**Run 1: cell sizes after repair**

(2 px per um)
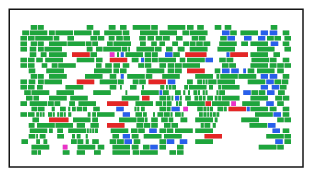
**Run 1: a small window of the routed layout**

Region (48, 28) to (98, 78) um. Cells in gray, sequential cells in the stronger gray; small squares are vias.
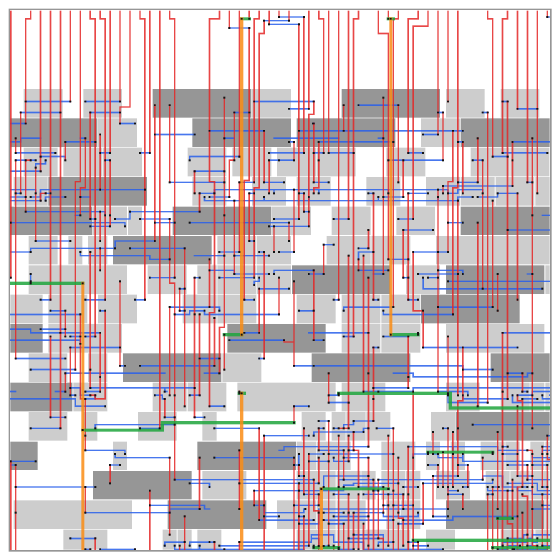
**Run 1: signal metal coverage by tile**

(3 px per um) The die is cut into 29 by 16 equal tiles; dark purple is low, yellow is high, scaled to the fullest tile. Values are wire area over tile area, all layers added.
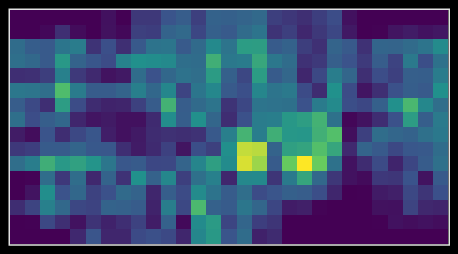
### config.mk
export PLATFORM = sky130hd
export DESIGN_NAME = ptw_mem_responder
export DESIGN_NICKNAME = d
export VERILOG_FILES = /design/src/rtl/ptw_mem_responder.sv
export SDC_FILE = /design/constraint.sdc
export NUM_CORES = 1
export LEC_CHECK = 0
export CORE_ASPECT_RATIO = 0.5
export CORE_MARGIN = 5
export CORE_UTILIZATION = 40
export DETAILED_ROUTE_END_ITERATION = 8
export GPL_ROUTABILITY_DRIVEN = 0
export GPL_TIMING_DRIVEN = 0
export PLACE_DENSITY_LB_ADDON = 0.2
export SLEW_MARGIN = 10
export SYNTH_ARGS = -nofsm -noshare
export SYNTH_HDL_FRONTEND = slang
export SYNTH_SLANG_ARGS = --single-unit
### constraint.sdc
create_clock -name clk -period 7.75 [get_ports clk]
set_input_delay 1.1625 -clock clk [delete_from_list [all_inputs] [get_ports clk]]
set_output_delay 1.1625 -clock clk [all_outputs]
set_load 0.03 [all_outputs]
### src/rtl/ptw_mem_responder.sv
// ptw_mem_responder: memory-side responder for the page-table walker read port.
// Accepts one PTE read at a time. It issues the read on the core data bus when the
// arbiter grants the bus, and returns the PTE as a one-cycle pulse. A bus error, a
// misaligned address, a timeout or (with PTW_PMA_CHECK_EN) an out-of-range address
// returns an all-zero PTE (V=0). The walker then takes a page fault instead of hanging.
// Optional feature macro: PTW_PMA_CHECK_EN (PTE address range check [PT_BASE,PT_LIMIT]).
// Ports:
//   clk, reset_n                              clock, async active-low reset
//   ptw_req_valid/addr/ready                  walker request handshake
//   ptw_resp_valid/data                       one-cycle PTE response
//   ptw_abort                                 satp write / sfence, drops the in-flight walk
//   bus_grant                                 arbiter grant for this cycle
//   bus_req_valid/addr/ready                  data-bus read request
//   bus_rsp_valid/data/err                    data-bus read response
//   fault_count                               saturating count of zero-PTE substitutions
module ptw_mem_responder #(
  parameter int XLEN = 32,
  parameter int TIMEOUT_CYCLES = 256,
  parameter logic [XLEN-1:0] PT_BASE = '0,
  parameter logic [XLEN-1:0] PT_LIMIT = '1
) (
  input  logic            clk,
  input  logic            reset_n,
  input  logic            ptw_req_valid,
  input  logic [XLEN-1:0] ptw_req_addr,
  output logic            ptw_req_ready,
  output logic [XLEN-1:0] ptw_resp_data,
  output logic            ptw_resp_valid,
  input  logic            ptw_abort,
  input  logic            bus_grant,
  output logic            bus_req_valid,
  output logic [XLEN-1:0] bus_req_addr,
  input  logic            bus_req_ready,
  input  logic            bus_rsp_valid,
  input  logic [XLEN-1:0] bus_rsp_data,
  input  logic            bus_rsp_err,
  output logic [15:0]     fault_count
);
  localparam logic [2:0] IDLE = 3'd0, ISSUE = 3'd1, WAIT = 3'd2, RESP = 3'd3, DRAIN = 3'd4;
  localparam int TW = $clog2(TIMEOUT_CYCLES);
  localparam logic [XLEN-1:0] ALIGN_MASK = XLEN'(XLEN / 8 - 1);
  logic [2:0]      state_q, state_d;
  logic [XLEN-1:0] addr_q, addr_d, data_q, data_d;
  logic [TW-1:0]   timer_q, timer_d;
  logic [15:0]     fault_q;
  logic            fault_inc, bad_addr, range_bad, timeout;
`ifdef PTW_PMA_CHECK_EN
  assign range_bad = ptw_req_addr < PT_BASE || ptw_req_addr > PT_LIMIT;
`else
  logic unused_range;
  assign unused_range = ^{PT_BASE, PT_LIMIT};
  assign range_bad = 1'b0;
`endif
  assign bad_addr       = |(ptw_req_addr & ALIGN_MASK) || range_bad;
  assign timeout        = timer_q == TW'(TIMEOUT_CYCLES - 1);
  assign ptw_req_ready  = state_q == IDLE && !ptw_abort;
  // Abort masks the request in the same cycle, so an aborted ISSUE never reaches the bus.
  assign bus_req_valid  = state_q == ISSUE && bus_grant && !ptw_abort;
  assign bus_req_addr   = addr_q;
  assign ptw_resp_valid = state_q == RESP && !ptw_abort;
  assign ptw_resp_data  = data_q;
  assign fault_count    = fault_q;
  always_comb begin
    state_d   = state_q;
    addr_d    = addr_q;
    data_d    = data_q;
    timer_d   = timer_q;
    fault_inc = 1'b0;
    case (state_q)
      IDLE: if (ptw_req_valid && ptw_req_ready) begin
        addr_d    = ptw_req_addr;
        data_d    = '0;
        fault_inc = bad_addr;
        state_d   = bad_addr ? RESP : ISSUE;
      end
      ISSUE: begin
        timer_d = '0;
        state_d = ptw_abort ? IDLE : (bus_req_valid && bus_req_ready) ? WAIT : ISSUE;
      end
      WAIT: begin
        timer_d = timer_q + 1'b1;
        if (ptw_abort)
          // A response or timeout in the abort cycle already closes the bus read.
          state_d = (bus_rsp_valid || timeout) ? IDLE : DRAIN;
        else if (bus_rsp_valid || timeout) begin
          data_d    = (bus_rsp_valid && !bus_rsp_err) ? bus_rsp_data : '0;
          fault_inc = !bus_rsp_valid || bus_rsp_err;
          state_d   = RESP;
        end
      end
      RESP:  state_d = IDLE;
      DRAIN: begin
        timer_d = timer_q + 1'b1;
        state_d = (bus_rsp_valid || timeout) ? IDLE : DRAIN;
      end
      default: state_d = IDLE;
    endcase
  end
  always_ff @(posedge clk or negedge reset_n) begin
    if (!reset_n) begin
      state_q <= IDLE;
      addr_q  <= '0;
      data_q  <= '0;
      timer_q <= '0;
      fault_q <= '0;
    end else begin
      state_q <= state_d;
      addr_q  <= addr_d;
      data_q  <= data_d;
      timer_q <= timer_d;
      fault_q <= fault_q + {15'd0, fault_inc && fault_q != 16'hFFFF};
    end
  end
endmodule
==> impl_metrics.csv, run 1 <==
group,metric,value,unit
pwr,ir_drop,0.000138,V
sta,finalCriticalPeriod,4.24,ns
clock_network,htree_levels,3,
worst_hold_path,hold_start,"fault_count[14]$_DFF_PN0_",
setup_path,critical_path.max_stage_delay,0.68,ns
pwr,p_per_area,365,mW/mm^2
yosys,top_area_cell,"dfrtp_1",
placement,place_inst,555,
layout,final_common_cell,"clkdlybuf4s50_1",
die,fp_util,0.418,
setup_path,worstPathMaxFanout,7,
yosys,synth_top_area_share,0.614,
clock_network,clockRootBuffer,"clkbuf_16",
yosys,flop_cell,"dfrtp_1",
global_routing,antenna_found_initial,0,
pwr,power,2090,uW
clock_network,cts_post_setup_buffers_inserted,0,
sta,slew_violations,0,
drt,final_antenna_net_count,0,
yosys,syn_inst,283,
setup_path,path_cells,"clkdlybuf4s50_1 -> nor4_1 -> and2_1 -> clkdlybuf4s50_1",
clock_network,cts_sinks,91,
drt,drc,0,
sta,fin_tns_setup,0,ns
setup_path,crit_path_top_delay_cell,"clkdlybuf4s50_1",
yosys,ys_chip_area,0.00371,mm^2
layout,n_antenna_cell,0,
setup_path,startpoint_type,"input port",
yosys,ys_warn_count,0,
sta,finalCritPeriodShare,0.547,
die,num_rows,24,
sta,whs,0.482,ns
pwr,power_frac_clock,0.220,
sta,fmax,0.236,GHz
drt,first_pass_iters,4,
clock_network,cts_tree,"done",
die,fp.dieH,78.1,um
pwr,power.switching_fraction,0.371,
yosys,synthesis.nets,359,
placement,portBuffers,154,
sta,clock_skew,0.00821,ns
clock_network,cts_buffers,9,
clock_network,cts_hold_buf,0,
global_routing,grt_pass1_wl,16500,um
drt,drt-vias-per-instance,5.11,
pwr,p_leak,0.00246,uW
yosys,synth_cell_types,38,
pwr,internal_power,1320,uW
die,die_w,146,um
setup_path,crit_start,"ptw_abort",
sta,slew_headroom,0.590,
sta,finalHoldViolCount,0,
global_routing,grt_pass1_vias,3234,
setup_path,critPathCaptureType,"output pin",
global_routing,grt_max_degree,64,
yosys,area_leaders,"dfrtp_1 61%, mux2_2 9.7%, a22o_1 7.6%",
yosys,edf_count,0,
die,die_area,0.0114,mm^2
layout,instances_no_fill,571,
yosys,ys_cells,283,
yosys,async_reset_ff_frac,1.00,
yosys,ys_ff,91,
worst_hold_path,worstHoldPathType,"reg -> reg",
placement,place_hpwl,7500,um
setup_path,worstSetupPathType,"in -> out",
setup_path,crit_required,6.59,ns
status,status,"completed",
layout,layout.nets,525,
yosys,seq_area_frac_synth,0.614,
layout,syn2layout_area_growth,54.8,%
pwr,p_comb_frac,0.437,
layout,layout-drive-gt1-share,0.130,
die,coreArea,0.00886,mm^2
setup_path,crit_top_cell,"clkdlybuf4s50_1",
layout,final_layout_top_logic_cells,"153 x clkdlybuf4s50_1, 91 x dfrtp_1, 32 x a22o_1, 32 x mux2_2, 14 x a21oi_1",
Notes on 'cell sizes after repair' above:
Blue stands for drive 2, cells 41, most used mux2_2. Green stands for drive 1 or less, cells 395, most used clkdlybuf4s50_1. Magenta stands for drive 3 to 4, cells 4. Red stands for drive 6 and up, cells 14, most used clkbuf_16.
Final WS setup: 3.51 ns
nonclk buf count: 170

Notes on 'a small window of the routed layout' above:
Blue stands for met1. Red stands for met2. Orange stands for met4. Green stands for met3.
136 logic cells have their middle in the window. Most frequent: clkdlybuf4s50_1 (39), dfrtp_1 (24), a22o_1 (17). Netlist names of flops here include ptw_resp_data (16), bus_req_addr (3), state_q (3). Sequential cells in the window: 24.

Notes on 'signal metal coverage by tile' above:
11% of the tiles are nearly empty. The emptiest ninth of the die: south-east. 9.1% of the tiles are over half the peak. The fullest tile reaches 0.53.
post-DR wirelength/cell: 17.5 um
routed vias: 2915
Total GRT Usage: 0.179

run 1: worst max-delay path, delay by kind of cell:
family / cells / cell delay, ns
buf+inv: 2 / 1.20
simple gates: 2 / 0.71
run 1: per-layer routing:
layer  track usage  routed length (um)  vias up
met5             0                   0        -
met4        0.0685                 176        0
met3        0.0489                 543       15
met2         0.314                5130      110
met1         0.213                4120     1413
li1              -                   -     1377
run 1: synthesized netlist by cell type (all sizes together), types with 5 or more instances:
cell	number
nor2	12
dfrtp	91
nand3	9
xnor2	10
xor2	5
nor3	5
mux2	32
nand4	6
a311oi	5
a21oi	14
a22o	32
clkbuf	7
buf	8
nand2	12
run 1: cell families (layout without fill, tap and decap cells):
| kind of cell | Yosys count | after routing | share of synthesized area |
|---|---|---|---|
| buffers and inverters | 19 | 190 | 0.0243 |
| XOR/XNOR | 15 | 15 | 0.0354 |
| multiplexers | 32 | 32 | 0.0972 |
| AND-OR/OR-AND | 60 | 60 | 0.126 |
| flip-flops | 91 | 91 | 0.614 |
| AND/OR/NAND/NOR | 62 | 62 | 0.0888 |
| adder cells (fa/ha/maj) | 4 | 4 | 0.0135 |
run 1: flip-flops by register name, indices dropped and copies added (netlist names):
register,cells
bus_req_addr,32
timer_q,8
state_q,3
fault_count,16
ptw_resp_data,32
run 1: final timing paths:
kind                                                endpoint  slack, ns  cells past startpoint
min in group asynchronous           fault_count[5]$_DFF_PN0_       0.74                      1
worst max register to register      fault_count[7]$_DFF_PN0_       4.85                     10
worst min register to register     fault_count[14]$_DFF_PN0_       0.48                      1
worst min-delay path               fault_count[14]$_DFF_PN0_       0.48                      1
max in group asynchronous       bus_req_addr[21]$_DFFE_PN0P_       6.37                      2
worst max-delay path                           bus_req_valid       3.51                      4
run 1: layout make-up:
type,count,area (um^2)
Tap cell,117,146
Fill cell,678,3120
Buffer,15,75.1
Multi-Input combinational cell,173,1340
Timing Repair Buffer,155,1570
Clock buffer,10,229
Clock inverter,6,88.8
Inverter,4,15.0
Sequential cell,91,2280
run 1: through the flow:
stage          utilization  area (um^2)
6_report             0.648         5740
5_1_grt              0.648         5740
4_1_cts              0.648         5740
3_5_place_dp         0.612         5420
3_3_place_gp         0.609         5390
2_1_floorplan            -         3710
run 1: power groups by stage:
stage	registers (uW)	logic, uW	clock network, uW
6_report	717	914	461
5_1_grt	738	970	491
4_1_cts	718	923	475
3_5_place_dp	725	920	0
3_3_place_gp	713	895	0
2_1_floorplan	982	251	0
**Run 1: PDN straps and rails**

(4 px per um) Pins as bars on the die edge.
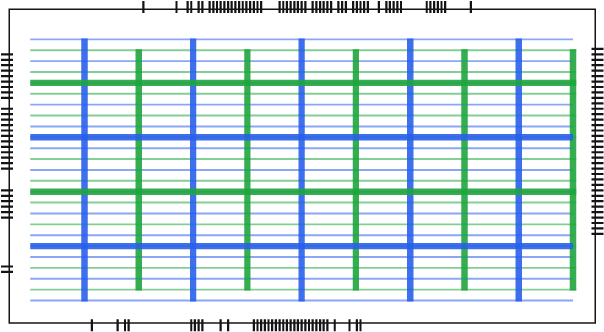

==> run 1 -> run 2 <==
--- a/config.mk
+++ b/config.mk
@@ -7,7 +7,7 @@
 export LEC_CHECK = 0
 export CORE_ASPECT_RATIO = 0.5
 export CORE_MARGIN = 5
-export CORE_UTILIZATION = 40
+export CORE_UTILIZATION = 38
 export DETAILED_ROUTE_END_ITERATION = 8
 export GPL_ROUTABILITY_DRIVEN = 0
 export GPL_TIMING_DRIVEN = 0
==> constraint.sdc (replaced) <==
create_clock -name clk -period 3.42 [get_ports clk]
set_input_delay 0.513 -clock clk [delete_from_list [all_inputs] [get_ports clk]]
set_output_delay 0.513 -clock clk [all_outputs]
set_load 0.03 [all_outputs]
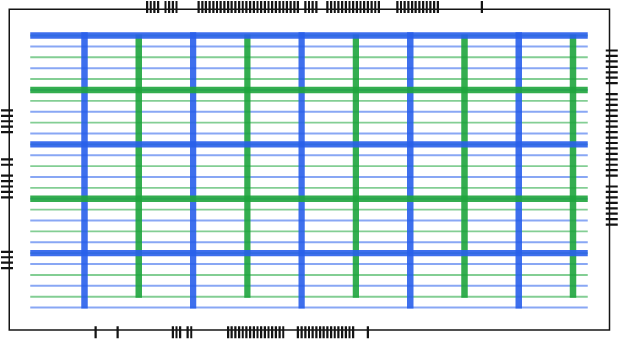
**Above:** run 2 (PDN straps and rails).
(4 px per um) Pins as bars on the die edge.
Green stands for VDD. Blue stands for VSS.
The core has 25 rows. 10 straps on met4.
Die Wd: 150 um
core region area: 0.00948 mm^2

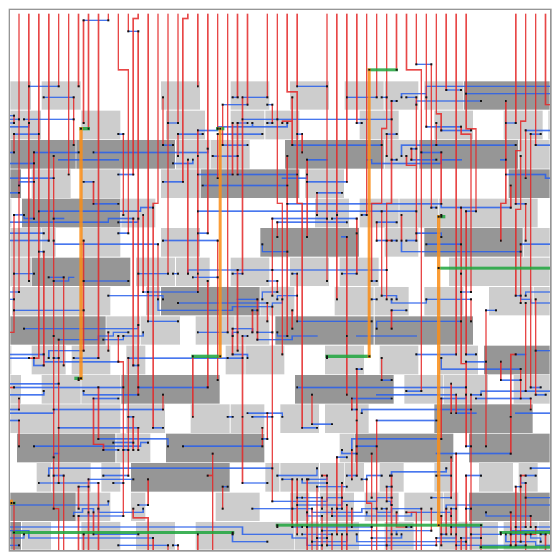
**Above:** run 2 (a small window of the routed layout).
Region (50, 30) to (100, 80) um. Cells in gray, sequential cells in the stronger gray; small squares are vias.
Red stands for met2. Blue stands for met1. Orange stands for met4. Green stands for met3.
129 logic cells have their middle in the window. Most frequent: clkdlybuf4s50_1 (47), dfrtp_1 (25), a22o_1 (18). Netlist names of flops here include ptw_resp_data (18), bus_req_addr (4), state_q (2). Sequential cells in the window: 25.

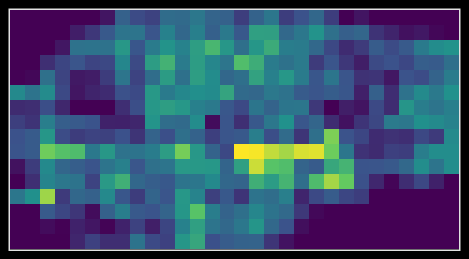
**Above:** run 2 (signal metal coverage by tile).
(3 px per um) The die is cut into 30 by 16 equal tiles; dark purple is low, yellow is high, scaled to the fullest tile. Values are wire area over tile area, all layers added.
14% of the tiles are over half the peak. The mean over all tiles is 0.13. 17% of the tiles are nearly empty. The emptiest ninth of the die: south-east.

==> impl_metrics.csv, run 2 <==
group,metric,value,unit
status,status,"completed",
yosys,synth_top_cell_by_count,"dfrtp_1",
placement,place_hpwl,6950,um
sta,slew_violations,0,
pwr,ir_drop,0.000311,V
drt,drc,0,
layout,final_common_cell,"clkdlybuf4s50_1",
setup_path,crit_start,"ptw_abort",
sta,whs,0.129,ns
yosys,synth_top_area_share,0.614,
global_routing,grt_pass1_vias,2867,
sta,fmax,0.314,GHz
global_routing,grt.total_usage,0.161,
setup_path,cp-endpoint,"fault_count[7]$_DFF_PN0_",
yosys,ys_chip_area,0.00371,mm^2
global_routing,grt_pass1_wl,15000,um
yosys,ys_cells,283,
pwr,p_leak,0.00246,uW
clock_network,cts_post_setup_buffers_inserted,0,
yosys,syn_inst,283,
drt,wl_per_cell,16.1,um
yosys,async_reset_ff_frac,1.00,
yosys,synth_cell_types,38,
worst_hold_path,worstHoldPathType,"in -> async",
clock_network,htree_levels,3,
global_routing,grt_max_degree,57,
layout,layout-drive-gt1-share,0.130,
sta,finalCritPeriodShare,0.932,
sta,clock_skew,0.00839,ns
clock_network,cts_hold_buf,0,
yosys,edf_count,0,
sta,fin_tns_setup,0,ns
pwr,power,4730,uW
yosys,ys_warn_count,0,
sta,finalHoldViolCount,0,
die,fp_util,0.391,
layout,n_antenna_cell,0,
drt,first_pass_iters,5,
yosys,flop_cell,"dfrtp_1",
placement,portBuffers,154,
yosys,ys_ff,91,
die,die_area,0.0119,mm^2
setup_path,reg2reg_slack,0.52,ns
drt,final_antenna_net_count,0,
clock_network,cts_buffers,9,
die,num_rows,25,
sta,slew_headroom,0.590,
yosys,common_cells,"91 x dfrtp_1, 32 x a22o_1, 32 x mux2_2, 14 x a21oi_1",
run 2: how the worst min path moves through the flow:
| stage | slack [ns] | startpoint | end |
|---|---|---|---|
| detailed placement | 0.49 | ptw_resp_data[31]$_DFFE_PN0P_ | ptw_resp_data[31]$_DFFE_PN0P_ |
| finish | 0.13 | reset_n | fault_count[5]$_DFF_PN0_ |
| CTS | 0.14 | reset_n | fault_count[5]$_DFF_PN0_ |
| global route | 0.17 | reset_n | fault_count[5]$_DFF_PN0_ |
| floorplan | 0.22 | reset_n | bus_req_addr[0]$_DFFE_PN0P_ |
| global placement | 0.49 | bus_req_addr[18]$_DFFE_PN0P_ | bus_req_addr[18]$_DFFE_PN0P_ |
run 2: logic make-up after synthesis:
kind of cell    count (synthesis)  share of synthesized area
simple gates                   62                     0.0888
xor+xnor                       15                     0.0354
fa+ha+maj                       4                     0.0135
mux                            32                     0.0972
flops                          91                      0.614
compound gates                 60                      0.126
buf+inv                        19                     0.0243
run 2: area by class of cell:
class | count | area [um^2] | area share
Sequential cell | 91 | 2280 | 0.395
Timing Repair Buffer | 155 | 1570 | 0.272
Multi-Input combinational cell | 173 | 1340 | 0.232
Clock buffer | 10 | 229 | 0.0398
Tap cell | 135 | 169 | 0.0293
Clock inverter | 6 | 88.8 | 0.0154
Buffer | 15 | 75.1 | 0.0130
Inverter | 4 | 15.0 | 0.00261
run 2: power breakdown:
group | switching, uW | internal (uW)
Combinational | 1120 | 931
Sequential | 202 | 1410
Clock | 422 | 642
Total | 1740 | 2980
run 2: critical path: stages:
cell and delay (ns):
clkdlybuf4s50_1 0.53, or4b_1 0.55, or4_1 0.52, o211a_1 0.16, a31oi_1 0.16, ha_1 0.25, nand2_1 0.07, nor2_1 0.35
nand4_1 0.17, xnor2_1 0.14
run 2: per-layer routing:
layer | wire length, um | vias up | track usage
li1 | - | 1375 | -
met1 | 4070 | 1381 | 0.207
met2 | 4730 | 81 | 0.265
met3 | 513 | 13 | 0.0471
met4 | 149 | 0 | 0.0493
met5 | 0 | - | 0
run 2: stage by stage:
step                      instances   util  cell area [um^2]  worst slack [ns]
after detailed placement        573  0.574              5440            -0.143
final                           589  0.608              5760             0.233
after global placement          572  0.571              5420             -1.61
after floorplan                 283      -              3710             0.395
after global routing            589  0.608              5760            0.0519
after CTS                       589  0.608              5760             0.220
**Run 2: placement view**

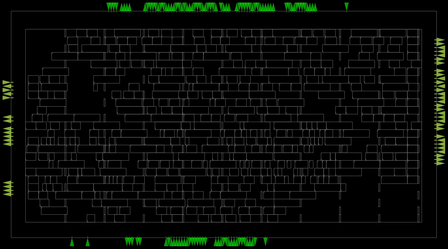

==> run 2 -> run 3 <==
--- a/config.mk
+++ b/config.mk
@@ -6,7 +6,6 @@
 export NUM_CORES = 1
 export LEC_CHECK = 0
 export CORE_ASPECT_RATIO = 0.5
-export CORE_MARGIN = 5
 export CORE_UTILIZATION = 38
 export DETAILED_ROUTE_END_ITERATION = 8
 export GPL_ROUTABILITY_DRIVEN = 0
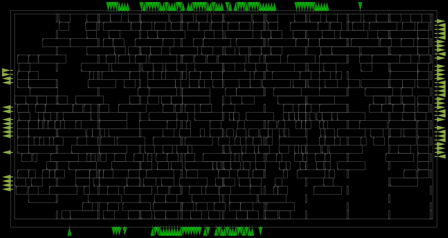
**Above:** run 3 (placement view).
flip-flops: 91
Seq area share: 0.395
Post-Layout Cell Count: 589
filler cell count: 797
core region area: 0.00945 mm^2

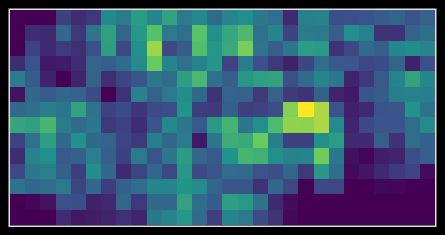
**Above:** run 3 (signal metal coverage by tile).
(3 px per um) The die is cut into 28 by 14 equal tiles; dark purple is low, yellow is high, scaled to the fullest tile. Values are wire area over tile area, all layers added.
9.4% of the tiles are nearly empty. The densest ninth of the die: north. 14% of the tiles are over half the peak. The mean over all tiles is 0.13. The fullest tile reaches 0.43. The emptiest ninth of the die: south-east.

==> impl_metrics.csv, run 3 <==
group,metric,value,unit
status,status,"completed",
placement,place_hpwl,6250,um
pwr,power.switching_fraction,0.361,
yosys,common_cells,"91 x dfrtp_1, 32 x a22o_1, 32 x mux2_2, 14 x a21oi_1",
global_routing,grt.total_usage,0.176,
yosys,flop_cell,"dfrtp_1",
setup_path,reg2reg_from,"state_q[0]$_DFFE_PN0P_",
yosys,ys_cells,283,
sta,slew_violations,0,
layout,n_antenna_cell,0,
die,die_area,0.0102,mm^2
die,fp.dieH,71.8,um
yosys,async_reset_ff_frac,1.00,
pwr,internal_power,3000,uW
pwr,power_frac_clock,0.224,
yosys,ys_chip_area,0.00371,mm^2
setup_path,cp_top_family,"simple AND/OR/NAND/NOR gates",
setup_path,crit_top_cell,"ha_1",
placement,dp_slack,-0.130,ns
drt,totalWireLength,8690,um
clock_network,cts_post_setup_buffers_inserted,0,
sta,setup_ws,0.234,ns
setup_path,crit_path_top_delay_cell,"or4b_1",
clock_network,cts_hold_buf,0,
yosys,ys_ff,91,
drt,vias,2836,
drt,drc,0,
die,num_rows,25,
yosys,synth_top_cell_by_count,"dfrtp_1",
drt,wl_per_cell,14.8,um
global_routing,grt_pass1_wl,14000,um
drt,final_antenna_net_count,0,
global_routing,grt_pass1_vias,2732,
layout,layout-drive-gt1-share,0.128,
setup_path,reg2reg_slack,0.52,ns
sta,clock_skew,0.00663,ns
pwr,p_leak,0.00247,uW
pwr,p_comb_frac,0.433,
global_routing,grt_overflow_total,0,
setup_path,critical_path.max_stage_delay,0.55,ns
layout,final_common_cell,"clkdlybuf4s50_1",
pwr,ir_drop,0.000336,V
setup_path,crit_buf_inv,1,
die,die_w,142,um
die,io_pins,155,
placement,place_inst,573,
yosys,ys_warn_count,0,
sta,rsz0062_at_grt,"no",
sta,fmax,0.314,GHz
yosys,edf_count,0,
clock_network,cts_buffers,9,
die,fp_util,0.392,
yosys,area_leaders,"dfrtp_1 61%, mux2_2 9.7%, a22o_1 7.6%",
sta,finalCritPeriodShare,0.932,
global_routing,grt_max_degree,64,
worst_hold_path,worstHoldPathType,"in -> async",
run,drv_cap,0,
yosys,syn_inst,283,
sta,fin_tns_setup,0,ns
clock_network,htree_levels,3,
clock_network,cts_resized,0,
pwr,p_switching,1700,uW
setup_path,path_cells,"clkdlybuf4s50_1 -> or4b_1 -> or4_1 -> o211a_1 -> a31oi_1 -> ha_1 -> ha_1 -> nand3_1 -> nor3_1 -> xor2_1",
sta,slew_headroom,0.641,
placement,portBuffers,154,
setup_path,crit_arrival,3.44,ns
sta,finalHoldViolCount,0,
drt,first_pass_iters,4,
yosys,synth_cell_types,38,
layout,layout.nets,525,
pwr,p_seq_frac,0.342,
yosys,synth_top_area_share,0.614,
setup_path,crit_start,"ptw_abort",
global_routing,antenna_found_initial,0,
clock_network,insertion_delay,0.33,ns
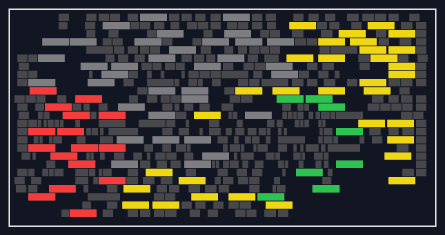
**Above:** run 3 (sequential cells grouped by signal name).
(3 px per um) Other sequential cells in the stronger gray, the rest of the logic in the fainter gray.
Green stands for timer_q, placed flops 8. Yellow stands for bus_req_addr, placed flops 32. Red stands for fault_count, placed flops 16.
Another 35 sequential cells are not colored.
Finished Core Util: 0.610
sequential group power: 1610 uW
Flop area: 0.00228 mm^2

run 3: cell counts after synthesis:
No cell type changed its count.
run 3: cell type report:
type                       count  area (um^2)  area share
buffer                        15         75.1      0.0130
clock buffer                  12          246      0.0428
clock inverter                 4         73.8      0.0128
inverter                       4         15.0     0.00261
multi-input combinational    173         1340       0.232
sequential                    91         2280       0.395
tap                          135          169      0.0293
timing repair buffer         155         1570       0.272
run 3: power groups by stage:
stage	Combinational, uW	Sequential (uW)	Clock [uW]
global placement	2040	1620	0
finish	2040	1610	1050
global route	2170	1650	1130
CTS	2060	1610	1090
detailed placement	2060	1630	0
floorplan	570	2220	0
run 3: cell families (layout without fill, tap and decap cells):
logic type,count (synthesis),after routing,synth area share
buffers and inverters,19,190,0.0243
AND/OR/NAND/NOR,62,62,0.0888
AND-OR/OR-AND,60,60,0.126
flip-flops,91,91,0.614
XOR/XNOR,15,15,0.0354
adder cells (fa/ha/maj),4,4,0.0135
multiplexers,32,32,0.0972
run 3: how the worst max path moves through the flow:
stage                              endpoint  slack [ns]  cells past startpoint
3_3_place_gp   bus_req_addr[22]$_DFFE_PN0P_       -1.61                      1
6_report          fault_count[12]$_DFF_PN0_        0.23                     10
2_1_floorplan     fault_count[12]$_DFF_PN0_        0.39                     10
5_1_grt           fault_count[12]$_DFF_PN0_        0.02                     10
4_1_cts           fault_count[12]$_DFF_PN0_        0.21                     10
3_5_place_dp      fault_count[12]$_DFF_PN0_       -0.13                     10
run 3: per-layer routing:
metal	track usage	share of wire	up-vias
met5	0	0	-
met4	0.0430	0.0039	0
met3	0.0468	0.044	4
met2	0.291	0.49	70
met1	0.234	0.46	1388
li1	-	-	1374
run 3: through the flow:
stage           util  power [uW]  area [um^2]  hold slack [ns]
5_1_grt        0.610        4950         5760            0.129
6_report       0.610        4700         5760            0.108
3_3_place_gp   0.573        3650         5420            0.486
4_1_cts        0.610        4760         5760            0.109
2_1_floorplan      -        2790         3710            0.217
3_5_place_dp   0.576        3680         5440            0.472
Power is estimated from default activity; no workload was simulated.
